==> src/rtl/prog_loader.sv <==
// Byte-stream program loader: turns a length-prefixed byte stream into 32-bit instruction RAM writes
// and holds the CPU in reset until the final word is committed. Define CHECKSUM_EN for a trailing XOR byte.
module prog_loader #(
    parameter int ADDR_W = 14
) (
    input  logic              clk,
    input  logic              rst,
    input  logic              start,
    input  logic              byte_valid,
    input  logic [7:0]        byte_data,
    output logic              byte_ready,
    output logic              mem_we,
    output logic [ADDR_W-1:0] mem_addr,
    output logic [31:0]       mem_din,
    output logic              cpu_rst,
    output logic              done,
    output logic              err,
    output logic [ADDR_W:0]   words_loaded
);

`ifdef CHECKSUM_EN
    localparam bit CSUM_EN = 1'b1;
`else
    localparam bit CSUM_EN = 1'b0;
`endif

    localparam logic [ADDR_W:0] WL_MAX = {1'b1, {ADDR_W{1'b0}}};
    localparam logic [ADDR_W:0] WL_ONE = {{ADDR_W{1'b0}}, 1'b1};

    typedef enum logic [2:0] {
        S_IDLE,
        S_LEN_HI,
        S_LEN_LO,
        S_DATA,
        S_CSUM,
        S_DONE
    } state_t;

    state_t            state_q, state_d;
    logic [15:0]       len_q, len_d;
    logic [15:0]       word_idx_q, word_idx_d;
    logic [1:0]        byte_cnt_q, byte_cnt_d;
    logic [23:0]       asm_q, asm_d;
    logic              mem_we_q, mem_we_d;
    logic [ADDR_W-1:0] mem_addr_q, mem_addr_d;
    logic [31:0]       mem_din_q, mem_din_d;
    logic [ADDR_W:0]   words_loaded_q, words_loaded_d;
    logic              ovf_q, ovf_d;
    logic              err_q, err_d;
    logic [7:0]        csum_q, csum_d;
    logic              cpu_rst_q, cpu_rst_d;

    logic              xfer;
    logic              mismatch;
    logic              last_word;
    logic              ram_full;
    state_t            after_data;

    always_comb begin
        byte_ready = (state_q == S_LEN_HI) || (state_q == S_LEN_LO) ||
                     (state_q == S_DATA)   || (state_q == S_CSUM);
    end

    assign xfer       = byte_valid & byte_ready;
    assign last_word  = (word_idx_q == (len_q - 16'd1));
    // Writes only ever land at indices below the RAM depth, so the written count
    // reaching the depth means the current word index is already out of range.
    assign ram_full   = (words_loaded_q == WL_MAX);
    assign after_data = CSUM_EN ? S_CSUM : S_DONE;

    always_comb begin
        state_d        = state_q;
        len_d          = len_q;
        word_idx_d     = word_idx_q;
        byte_cnt_d     = byte_cnt_q;
        asm_d          = asm_q;
        mem_we_d       = 1'b0;
        mem_addr_d     = mem_addr_q;
        mem_din_d      = mem_din_q;
        words_loaded_d = words_loaded_q;
        ovf_d          = ovf_q;
        err_d          = err_q;
        csum_d         = csum_q;
        mismatch       = 1'b0;

        if (xfer) begin
            csum_d = csum_q ^ byte_data;
        end

        case (state_q)
            S_IDLE, S_DONE: begin
                if (start) begin
                    state_d        = S_LEN_HI;
                    word_idx_d     = 16'd0;
                    byte_cnt_d     = 2'd0;
                    words_loaded_d = '0;
                    ovf_d          = 1'b0;
                    err_d          = 1'b0;
                    csum_d         = 8'd0;
                end
            end
            S_LEN_HI: begin
                if (xfer) begin
                    len_d[15:8] = byte_data;
                    state_d     = S_LEN_LO;
                end
            end
            S_LEN_LO: begin
                if (xfer) begin
                    len_d[7:0] = byte_data;
                    if ({len_q[15:8], byte_data} == 16'd0) begin
                        state_d = after_data;
                    end else begin
                        state_d = S_DATA;
                    end
                end
            end
            S_DATA: begin
                if (xfer) begin
                    byte_cnt_d = byte_cnt_q + 2'd1;
                    asm_d      = {asm_q[15:0], byte_data};
                    if (byte_cnt_q == 2'd3) begin
                        word_idx_d = word_idx_q + 16'd1;
                        if (ram_full) begin
                            ovf_d = 1'b1;
                        end else begin
                            mem_we_d       = 1'b1;
                            mem_addr_d     = words_loaded_q[ADDR_W-1:0];
                            mem_din_d      = {asm_q, byte_data};
                            words_loaded_d = words_loaded_q + WL_ONE;
                        end
                        if (last_word) begin
                            state_d = after_data;
                        end
                    end
                end
            end
            S_CSUM: begin
                if (xfer) begin
                    mismatch = (byte_data != csum_q);
                    state_d  = S_DONE;
                end
            end
            default: begin
                state_d = S_IDLE;
            end
        endcase

        // err is latched once, on the transition into DONE.
        if ((state_d == S_DONE) && (state_q != S_DONE)) begin
            err_d = ovf_d | mismatch;
        end

        cpu_rst_d = (state_d != S_DONE);
    end

    always_ff @(posedge clk) begin
        if (rst) begin
            state_q        <= S_IDLE;
            len_q          <= 16'd0;
            word_idx_q     <= 16'd0;
            byte_cnt_q     <= 2'd0;
            asm_q          <= 24'd0;
            mem_we_q       <= 1'b0;
            mem_addr_q     <= '0;
            mem_din_q      <= 32'd0;
            words_loaded_q <= '0;
            ovf_q          <= 1'b0;
            err_q          <= 1'b0;
            csum_q         <= 8'd0;
            cpu_rst_q      <= 1'b1;
        end else begin
            state_q        <= state_d;
            len_q          <= len_d;
            word_idx_q     <= word_idx_d;
            byte_cnt_q     <= byte_cnt_d;
            asm_q          <= asm_d;
            mem_we_q       <= mem_we_d;
            mem_addr_q     <= mem_addr_d;
            mem_din_q      <= mem_din_d;
            words_loaded_q <= words_loaded_d;
            ovf_q          <= ovf_d;
            err_q          <= err_d;
            csum_q         <= csum_d;
            cpu_rst_q      <= cpu_rst_d;
        end
    end

    assign mem_we       = mem_we_q;
    assign mem_addr     = mem_addr_q;
    assign mem_din      = mem_din_q;
    assign cpu_rst      = cpu_rst_q;
    assign done         = (state_q == S_DONE);
    assign err          = err_q;
    assign words_loaded = words_loaded_q;

endmodule
==> config.mk <==
export PLATFORM = sky130hd
export DESIGN_NAME = prog_loader
export DESIGN_NICKNAME = d
export VERILOG_FILES = /design/src/rtl/prog_loader.sv
export SDC_FILE = /design/constraint.sdc
export NUM_CORES = 1
export LEC_CHECK = 0
export CAP_MARGIN = 20
export CORE_ASPECT_RATIO = 0.9
export CORE_UTILIZATION = 40
export CTS_CLUSTER_DIAMETER = 150
export DETAILED_ROUTE_END_ITERATION = 8
export PLACE_DENSITY_LB_ADDON = 0.3
export SLEW_MARGIN = 20
export SYNTH_ARGS = -nofsm -noshare
export SYNTH_HDL_FRONTEND = slang
export SYNTH_SLANG_ARGS = --single-unit
==> constraint.sdc <==
create_clock -name clk -period 7 [get_ports clk]
set_input_delay 2.1 -clock clk [delete_from_list [all_inputs] [get_ports clk]]
set_output_delay 2.1 -clock clk [all_outputs]
set_load 0.02 [all_outputs]
==> flow_summary.toml <==
# physical design summary
[clocking]
worstSkewPairLatency_ns = 0.42
clkSinkCount = 134
cts_max_path_buffers = 2
ctsHoldBuffers = 0

[grt]
grt_busiest_layer = "met2"
gr-total-overflow = 0
grt_usage_pct = 19.7
grt_pass1_wl_um = 23100

[cells_and_area]
clock_area_share_pct = 8.68
final_cells = 1011
area_delta_synth_final_pct = 25.7
antenna_cells = 0
final_layout_size_suffix_gt1_share_pct = 5.38
multiInputCombCellCount = 559
buffer_area_share_pct = 11.0
ff_latch_area_um2 = 2680
fillCellCount = 1390
nFlopsAndLatches = 134
logic_area_um2 = 2990

[logic_synthesis]
synth-async-reset-ratio_pct = 0
ys_seq_share_pct = 45.4
avgSynthCellArea_um2 = 7.84
ys_cells = 754
ys_sh_simple_pct = 26.7
ys_area_um2 = 5910
area_leaders = "dfxtp_1 45%, nand2_1 13%, a21oi_1 9.1%"
yosys_warnings = 0
syn_area_um2 = 5910
synth-edff-count = 0

[power_and_ir_drop]
vdd_drop_max_uv = 169
seqPwrFrac_pct = 42.1
swShare_pct = 22.1
p_per_area_nw_per_um2 = 250
powerComb_mw = 0.108
maxPowerGroup = "the clock network"

[timing]
worst_pin_slew_ns = 0.984
setup_tns_ns = 0
max_freq_mhz = 201
finalSetupViolations = 0
fin_ws_ns = 2.02

[routing]
drcViolationCount = 0
dr.pass1.iters = 5
wl_met3_um = 882

[placement]
placedCellCount = 979

[die]
core-area_um2 = 14200
ios = 78
fp-utilization_pct = 41.6

[worst_setup_path]
reg2reg_to = "words_loaded[13]"
cp_top_family = "simple AND/OR/NAND/NOR gates"
ff2ff_setup_slack_ns = 3.89
critPathKind = "input pin to flop"

[status]
status = "finished, final reports clean"
==> worst max path at each step <==
stage                                   to  depth (start not counted)  slack, ns  startpoint
after global routing      words_loaded[13]                         10       1.70  byte_valid
after CTS                 words_loaded[13]                         10       2.03  byte_valid
after global placement    words_loaded[13]                         10       1.64  byte_valid
after floorplan               mem_addr[10]                          9       3.06  byte_valid
final                     words_loaded[13]                         10       2.02  byte_valid
after detailed placement  words_loaded[13]                         10       1.58  byte_valid
==> registers in the layout, summed over array words and instances, names as in the netlist <==
register      cells
ovf_q             1
words_loaded     15
mem_din          32
mem_addr         14
word_idx_q       16
state_q           3
err               1
cpu_rst           1
asm_q            24
mem_we            1
csum_q            8
byte_cnt_q        2
len_q            16
==> tightest hold or removal path: stages (launching register included) <==
cell     delay (ns)
dfxtp_1        0.31
nand2_1        0.05
a21oi_1        0.05
met1.png
Scale: 3 px per um.
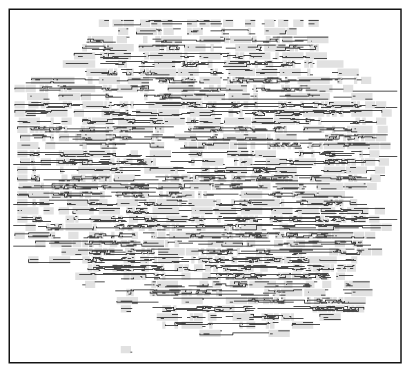
share of all routed wire: 51%
wire length on this layer: 7240 um
nets with wire on the layer: 746
main direction: horizontal
total number of vias: 5166
GRT met1 Usage: 28.1%
WL final: 14300 um

met2.png
Scale: 4 px per um.
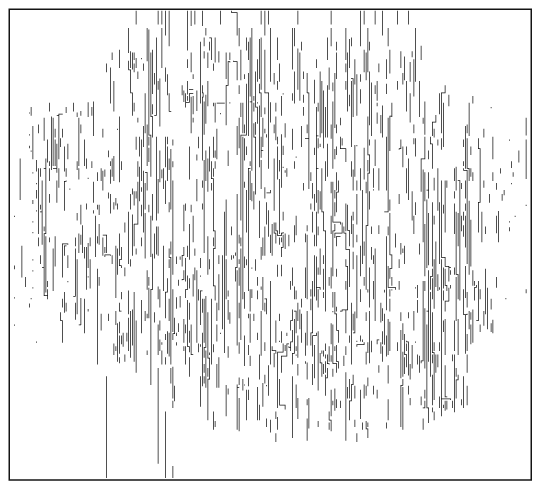
nets with wire on the layer: 648
wire length on this layer: 6030 um
GRT met2 Usage: 28.7%

